--- src/rtl/bus_pkg.sv ---
// bus_pkg: shared FSM state type, write-size codes and tag width for the system bus.
package bus_pkg;
  localparam int TAG_W = 4;
  typedef enum logic [1:0] {IDLE, ACCESS, DONE, ERR} state_t;
  localparam logic [1:0] WR_NONE = 2'b00;
  localparam logic [1:0] WR_BYTE = 2'b01;
  localparam logic [1:0] WR_HALF = 2'b10;
  localparam logic [1:0] WR_WORD = 2'b11;
endpackage

--- src/rtl/sys_bus_ctrl_ce_divider.sv ---
// ce_divider: one-cycle CPU clock-enable every CE_DIV cycles, decoded from a counter register.
module ce_divider #(
  parameter int CE_DIV = 2
) (
  input  logic clk_50mhz,
  input  logic rst,
  output logic cpu_ce
);
  localparam int CW = CE_DIV > 1 ? $clog2(CE_DIV) : 1;
  localparam logic [CW-1:0] LAST = CW'(CE_DIV - 1);
  logic [CW-1:0] cnt;
  always_ff @(posedge clk_50mhz or posedge rst)
    if (rst) cnt <= '0;
    else cnt <= (cnt == LAST) ? '0 : cnt + CW'(1);
  // With CE_DIV=1 the counter is pinned at 0 == LAST, so the enable is constant high.
  assign cpu_ce = cnt == LAST;
endmodule

--- src/rtl/sys_bus_ctrl.sv ---
// sys_bus_ctrl: CPU-to-slave bus controller with tag decode, req/ack handshake,
// access timeout with error reporting, and a programmable CPU clock-enable.
module sys_bus_ctrl
  import bus_pkg::*;
#(
  parameter int NSLV = 4,
  parameter int DW = 32,
  parameter int AW = 32,
  parameter int CE_DIV = 2,
  parameter logic [NSLV*TAG_W-1:0] SLV_TAGS = {4'hA, 4'h2, 4'h1, 4'h0},
  parameter int TIMEOUT = 15
) (
  input  logic                 clk_50mhz,
  input  logic                 rst,
  output logic                 cpu_ce,
  input  logic [AW-1:0]        m_addr,
  input  logic [DW-1:0]        m_wdata,
  input  logic                 m_rd,
  input  logic [1:0]           m_wr,
  output logic [DW-1:0]        m_rdata,
  output logic                 m_ready,
  output logic                 m_err,
  output logic [NSLV-1:0]      s_sel,
  output logic [AW-TAG_W-1:0]  s_addr,
  output logic [DW-1:0]        s_wdata,
  output logic                 s_rd,
  output logic [1:0]           s_wr,
  input  logic [NSLV*DW-1:0]   s_rdata,
  input  logic [NSLV-1:0]      s_ack
);
  localparam int AL = AW - TAG_W;
  state_t state;
  logic [7:0] tcnt;
  logic req, conflict, hit, acked;
  logic [NSLV-1:0] dec_sel;
  logic [DW-1:0] rd_mux;
  ce_divider #(.CE_DIV(CE_DIV)) u_ce (
    .clk_50mhz(clk_50mhz),
    .rst(rst),
    .cpu_ce(cpu_ce)
  );
  assign req = m_rd || m_wr != WR_NONE;
  assign conflict = m_rd && m_wr != WR_NONE;
  assign acked = |(s_ack & s_sel);
  // Scanning from the top down lets the lowest matching slot win on duplicate tags.
  always_comb begin
    dec_sel = '0;
    hit = 1'b0;
    for (int i = NSLV - 1; i >= 0; i--)
      if (m_addr[AW-1 -: TAG_W] == SLV_TAGS[TAG_W*i +: TAG_W]) begin
        dec_sel = '0;
        dec_sel[i] = 1'b1;
        hit = 1'b1;
      end
  end
  always_comb begin
    rd_mux = '0;
    for (int i = 0; i < NSLV; i++)
      rd_mux = rd_mux | (s_rdata[DW*i +: DW] & {DW{s_sel[i]}});
  end
  always_ff @(posedge clk_50mhz or posedge rst)
    if (rst) begin
      state <= IDLE;
      tcnt <= '0;
      m_rdata <= '0;
      m_ready <= 1'b0;
      m_err <= 1'b0;
      s_sel <= '0;
      s_addr <= '0;
      s_wdata <= '0;
      s_rd <= 1'b0;
      s_wr <= WR_NONE;
    end else begin
      case (state)
        IDLE:
          if (req) begin
            if (conflict || !hit) begin
              state <= ERR;
              m_ready <= 1'b1;
              m_err <= 1'b1;
            end else begin
              state <= ACCESS;
              s_sel <= dec_sel;
              s_addr <= m_addr[AL-1:0];
              s_wdata <= m_wdata;
              s_rd <= m_rd;
              s_wr <= m_wr;
              tcnt <= '0;
            end
          end
        ACCESS:
          if (acked) begin
            state <= DONE;
            m_ready <= 1'b1;
            m_rdata <= s_rd ? rd_mux : m_rdata;
            s_sel <= '0;
            s_rd <= 1'b0;
            s_wr <= WR_NONE;
          end else if (tcnt == 8'(TIMEOUT)) begin
            state <= ERR;
            m_ready <= 1'b1;
            m_err <= 1'b1;
            s_sel <= '0;
            s_rd <= 1'b0;
            s_wr <= WR_NONE;
          end else begin
            tcnt <= tcnt + 8'd1;
          end
        default:
          if (cpu_ce) begin
            state <= IDLE;
            m_ready <= 1'b0;
            m_err <= 1'b0;
          end
      endcase
    end
endmodule

--- config.mk ---
export PLATFORM = sky130hd
export DESIGN_NAME = sys_bus_ctrl
export DESIGN_NICKNAME = d
export VERILOG_FILES = /design/src/rtl/bus_pkg.sv /design/src/rtl/sys_bus_ctrl_ce_divider.sv /design/src/rtl/sys_bus_ctrl.sv
export SDC_FILE = /design/constraint.sdc
export NUM_CORES = 1
export LEC_CHECK = 0
export ABC_AREA = 0
export ABC_CLOCK_PERIOD_IN_PS = 7100
export CORE_MARGIN = 2
export CORE_UTILIZATION = 40
export DETAILED_ROUTE_END_ITERATION = 10
export GPL_TIMING_DRIVEN = 0
export PLACE_DENSITY = 0.95
export SETUP_SLACK_MARGIN = 0.4
export SYNTH_ARGS = -nofsm -noshare
export SYNTH_HDL_FRONTEND = slang
export SYNTH_HIERARCHICAL = 1
export SYNTH_SLANG_ARGS = --single-unit
--- constraint.sdc ---
create_clock -name clk_50mhz -period 7.1 [get_ports clk_50mhz]
set_input_delay 1.42 -clock clk_50mhz [delete_from_list [all_inputs] [get_ports clk_50mhz]]
set_output_delay 1.42 -clock clk_50mhz [all_outputs]
set_load 0.01 [all_outputs]
==> impl_results.html <==
<h2>Implementation results</h2>
<table>
<tr><th>Metric</th><th>Value</th></tr>
<tr><th colspan="2">Run status</th></tr>
<tr><td>Result of the run</td><td>completed</td></tr>
<tr><th colspan="2">Floorplan</th></tr>
<tr><td>Std-Cell Rows</td><td>between 40 and 50</td></tr>
<tr><td>Die width</td><td>approximately 120 um</td></tr>
<tr><td>Core Area</td><td>~0.013 mm^2</td></tr>
<tr><td>Total Die Area</td><td>approximately 0.014 mm^2</td></tr>
<tr><td>Fp_density</td><td>40.6%</td></tr>
<tr><td>I/O pins</td><td>just over 300</td></tr>
<tr><th colspan="2">Min path</th></tr>
<tr><td>Hold path cells</td><td>2</td></tr>
<tr><td>Launch instance of the worst min-delay path</td><td>s_wdata[26]$_DFFE_PP0P_</td></tr>
<tr><td>Min-delay worst type</td><td>flip-flop to flip-flop</td></tr>
<tr><td>Sink of the worst hold path</td><td>s_wdata[26]$_DFFE_PP0P_</td></tr>
<tr><th colspan="2">Routing</th></tr>
<tr><td>Post-detailed-route count of antenna-violating nets</td><td>0</td></tr>
<tr><td>Drt initial violations</td><td>roughly 420</td></tr>
<tr><td>Average via count per standard cell</td><td>roughly 5.3</td></tr>
<tr><td>Number of design rule violations left after detail routing</td><td>0</td></tr>
<tr><th colspan="2">Synth</th></tr>
<tr><td>YS chip area</td><td>~0.0051 mm^2</td></tr>
<tr><td>Dominant synthesized flop cell</td><td>sky130_fd_sc_hd__dfrtp_1</td></tr>
<tr><td>Ys cells</td><td>about 550</td></tr>
<tr><td>Seq/Total Area, Yosys</td><td>a little over half</td></tr>
<tr><td>Number of nets in the synthesized netlist</td><td>~750</td></tr>
<tr><td>Area share of the largest cell type after synthesis</td><td>54.9%</td></tr>
<tr><td>Ranking of synthesized cells by area</td><td>sky130_fd_sc_hd__dfrtp_1 (55%), sky130_fd_sc_hd__nand2_1 (16%), sky130_fd_sc_hd__a22o_1 (5.8%)</td></tr>
<tr><td>Average footprint of a synthesized cell</td><td>9.37 um^2</td></tr>
<tr><td>Most used standard cells in the synthesized netlist</td><td>sky130_fd_sc_hd__nand2_1 (223), sky130_fd_sc_hd__dfrtp_1 (112), sky130_fd_sc_hd__a22o_1 (34), sky130_fd_sc_hd__a221oi_1 (32), sky130_fd_sc_hd__o21ai_0 (32)</td></tr>
<tr><td>Number of enable flip-flop cells</td><td>0</td></tr>
<tr><td>Most numerous cell in the Yosys netlist</td><td>sky130_fd_sc_hd__nand2_1</td></tr>
<tr><td>Warnings from Yosys</td><td>6</td></tr>
<tr><td>Async set-or-reset flop fraction in the synthesized netlist</td><td>100%</td></tr>
<tr><td>Gate count after technology mapping</td><td>~550</td></tr>
<tr><td>Number of distinct standard cells referenced by the synthesized netlist</td><td>45</td></tr>
<tr><td>Number of synthesized register bits</td><td>around 110</td></tr>
<tr><th colspan="2">Setup path</th></tr>
<tr><td>Cell family with most CP delay</td><td>buffers and inverters</td></tr>
<tr><td>First element of the critical path</td><td>m_wr[1]</td></tr>
<tr><td>Number of cells traversed by the worst register-to-register path</td><td>7</td></tr>
<tr><td>Buffering stage count on the worst path with inverters included</td><td>3</td></tr>
<tr><td>Slowest cell on crit path</td><td>sky130_fd_sc_hd__clkdlybuf4s50_1</td></tr>
<tr><td>Endpoint of the worst register-to-register path</td><td>m_rdata[4]$_DFFE_PP0P_</td></tr>
<tr><td>Critical Path RT</td><td>~7.3 ns</td></tr>
<tr><td>Setup crit end kind</td><td>flip-flop</td></tr>
<tr><td>Reg-to-reg critical path startpoint</td><td>s_sel[3]$_DFFE_PP0P_</td></tr>
<tr><td>Largest stage delay on the critical path</td><td>0.46 ns</td></tr>
<tr><td>Register-to-Register Setup Slack</td><td>between 4 and 5 ns</td></tr>
<tr><td>Logic depth of the worst setup path including buffers</td><td>7</td></tr>
<tr><td>Ordered list of cells on the worst path</td><td>clkdlybuf4s50_1, o21ai_0, nand4_2, buf_2, buf_2, nand2_1, nand2_1</td></tr>
<tr><td>CP arrival</td><td>~3.3 ns</td></tr>
<tr><td>Crit Path Max Fanout</td><td>10</td></tr>
<tr><th colspan="2">Global routing</th></tr>
<tr><td>Global-route wire length before repair</td><td>29,000 um</td></tr>
<tr><td>Total grt overflow</td><td>0</td></tr>
<tr><td>Number of global-route vias before repair</td><td>approximately 5,600</td></tr>
<tr><td>Pin count of the biggest net entering global routing</td><td>73</td></tr>
<tr><td>Initial antenna violation count</td><td>1</td></tr>
<tr><th colspan="2">Power</th></tr>
<tr><td>Maximum ir drop on the vdd rail</td><td>between 0.0002 and 0.00025 V</td></tr>
<tr><td>Total leakage power</td><td>between 0.003 and 0.004 uW</td></tr>
<tr><td>PD cells</td><td>approximately 330 mW/mm^2</td></tr>
<tr><th colspan="2">Final timing</th></tr>
<tr><td>Total negative slack</td><td>0 ns</td></tr>
<tr><td>Final max-slew violation count</td><td>0</td></tr>
<tr><td>Post-route clock period utilization</td><td>a little over two fifths</td></tr>
<tr><td>Clk_skew</td><td>~0.0057 ns</td></tr>
<tr><td>Final period demand of the worst path</td><td>~3.1 ns</td></tr>
<tr><td>Hold Slack</td><td>0.473 ns</td></tr>
<tr><td>Endpoints failing hold</td><td>0</td></tr>
<tr><td>Slew at the pin with the worst max-slew slack</td><td>0.663 ns</td></tr>
<tr><td>Achievable Freq</td><td>0.323 GHz</td></tr>
<tr><td>RSZ-0062 raised after global routing</td><td>false</td></tr>
<tr><td>Number of setup violations in the final report</td><td>0</td></tr>
<tr><th colspan="2">Placed design</th></tr>
<tr><td>RD Place Congestion</td><td>0.900</td></tr>
<tr><td>Post-DP HPWL</td><td>between 15,000 and 20,000 um</td></tr>
<tr><td>Placed Instance Area</td><td>~0.0084 mm^2</td></tr>
<tr><th colspan="2">Job</th></tr>
<tr><td>Count of tool warnings</td><td>26</td></tr>
<tr><td>Max-capacitance violation count</td><td>0</td></tr>
<tr><th colspan="2">Clock network</th></tr>
<tr><td>CTS Root Cell</td><td>sky130_fd_sc_hd__clkbuf_16</td></tr>
<tr><td>Reg clk slew, reported paths</td><td>around 0.070 ns</td></tr>
<tr><td>Clk buf depth</td><td>2</td></tr>
<tr><td>Clock Latency Late Sink</td><td>0.34 ns</td></tr>
<tr><td>Cts repair resizes</td><td>0</td></tr>
<tr><td>Number of clock buffers inserted by TritonCTS</td><td>9</td></tr>
<tr><td>Count of hold buffers inserted by post-cts repair</td><td>0</td></tr>
<tr><td>Post-CTS setup buffer count</td><td>0</td></tr>
<tr><th colspan="2">Finish</th></tr>
<tr><td>Filler cells</td><td>about 920</td></tr>
<tr><td>Share of final-layout standard cells stronger than drive strength 1</td><td>6.02%</td></tr>
<tr><td>Post-synthesis to final-layout area growth</td><td>70.4%</td></tr>
<tr><td>Post-route cell area</td><td>between 0.008 and 0.009 mm^2</td></tr>
<tr><td>Total number of nets in the final design</td><td>1,061</td></tr>
</table>
[layout make-up]
cell class                      count  area, um^2  share of cell area, %
Timing Repair Buffer              303        3050                   35.0
Sequential cell                   112        2800                   32.2
Multi-Input combinational cell    390        2090                   24.0
Clock buffer                       10         229                   2.63
Tap cell                          172         215                   2.47
Buffer                             39         199                   2.29
Clock inverter                      6        92.6                   1.06
Inverter                            4        17.5                  0.201
Antenna cell                        3        7.51                 0.0862
[state kept, by name, indices dropped and copies added, names as in the netlist]
name         cells
s_wdata         32
m_rdata         32
s_rd             1
s_wr             2
s_sel            4
s_addr          28
u_ce/cpu_ce      1
m_err            1
m_ready          1
state            2
tcnt             8
[power breakdown]
part	internal, uW	total, uW	switching (uW)	leakage [uW]
clock network	312	551	239	0.000149
registers	859	997	138	0.00145
logic	704	1310	605	0.00223
total	1870	2860	982	0.00384
[cells by family after synthesis]
group                    share of synthesized area [%]
AND/OR/NAND/NOR                                   21.6
multiplexers                                      1.57
adder cells (fa/ha/maj)                          0.245
AND-OR/OR-AND                                     17.2
XOR/XNOR                                         0.343
flip-flops                                        54.9
buffers and inverters                             4.19
[placed cells by master (no fill, tap or decap), types with 2 or more instances in the layout]
| cell | n |
|---|---|
| sky130_fd_sc_hd__bufinv_16 | 2 |
| sky130_fd_sc_hd__and3_1 | 2 |
| sky130_fd_sc_hd__nor2_1 | 9 |
| sky130_fd_sc_hd__nor3_1 | 3 |
| sky130_fd_sc_hd__clkbuf_16 | 9 |
| sky130_fd_sc_hd__or4_1 | 2 |
| sky130_fd_sc_hd__diode_2 | 3 |
| sky130_fd_sc_hd__a221oi_1 | 32 |
| sky130_fd_sc_hd__clkbuf_2 | 2 |
| sky130_fd_sc_hd__buf_6 | 4 |
| sky130_fd_sc_hd__nand3_1 | 10 |
| sky130_fd_sc_hd__clkdlybuf4s50_1 | 302 |
| sky130_fd_sc_hd__mux2_4 | 4 |
| sky130_fd_sc_hd__o21ai_1 | 3 |
| sky130_fd_sc_hd__nand2b_1 | 3 |
| sky130_fd_sc_hd__o31ai_1 | 4 |
| sky130_fd_sc_hd__inv_1 | 3 |
| sky130_fd_sc_hd__dfrtp_1 | 112 |
| sky130_fd_sc_hd__o211ai_1 | 2 |
| sky130_fd_sc_hd__o21ai_0 | 32 |
| sky130_fd_sc_hd__buf_2 | 16 |
| sky130_fd_sc_hd__a22o_1 | 34 |
| sky130_fd_sc_hd__clkinvlp_4 | 2 |
| sky130_fd_sc_hd__nand2_1 | 223 |
| sky130_fd_sc_hd__a2bb2oi_1 | 2 |
| sky130_fd_sc_hd__clkbuf_1 | 18 |
| sky130_fd_sc_hd__mux2i_1 | 2 |
[stage by stage]
stage	cells	util (%)	total power [uW]	worst slack, ns
global placement	1019	66.4	2260	1.03
finish	1039	69.3	2860	4.01
floorplan	545	-	1590	2.75
detailed placement	1020	66.7	2310	3.64
CTS	1036	69.2	2870	4.00
global route	1037	69.2	3030	3.87
[layer usage]
metal  wire length (um)  up-vias  part of all wire [%]  GRT usage (%)
li1                   -     2515                     -              -
met1               7240     2623                    37           32.0
met2               9600      325                    49           47.1
met3               1940       62                   9.8           8.81
met4                880        0                   4.5           17.0
met5                  0        -                     0              0
Fig. 1: the metal 1 layer
The bar under the picture is 20 um long. Supply wires on this layer in grey.
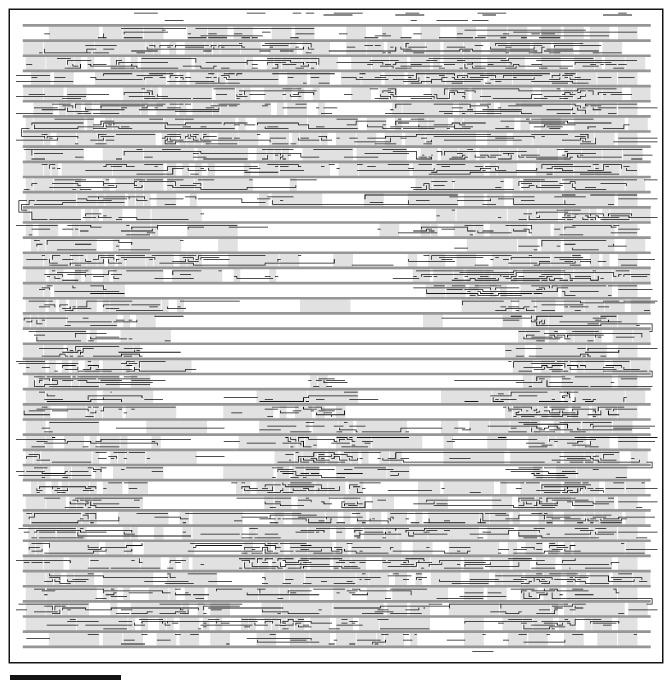
- longest straight run: 40.0 um
- wire length on this layer: 7,240 um
- nets with wire on the layer: 938
- main direction: horizontal
via count of the routed design: 5,525
Total Routed Length: 19,700 um

Fig. 2: register map, names as in the netlist
The bar under the picture is 20 um long.
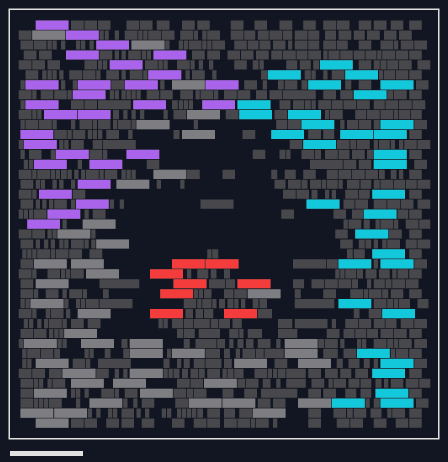
- cyan: m_rdata (placed flops 32)
- red: tcnt (placed flops 8)
- purple: s_addr (placed flops 28; where north-west)
- not coloured: 44

Fig. 3: nets reached from selected ports
The bar under the picture is 20 um long.
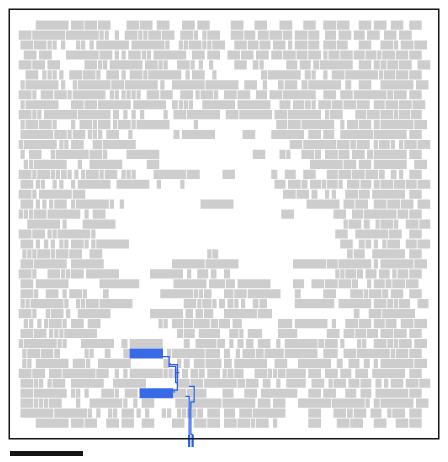
- blue: s_wr (bits 2; direction output; edge south; end cells 2; buffers 2; wire 52.5 um)

Fig. 4: signal wires by layer
Two of the layers only.
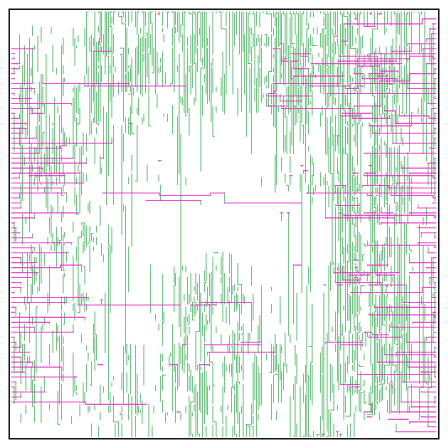
- green: metal 2 (wire length 9,600 um)
- magenta: metal 3 (wire length 1,940 um)
total routing resource utilization after global routing: 28.3%
post-DR wirelength/cell: 18.9 um

Power and IR drop assume default switching activity.
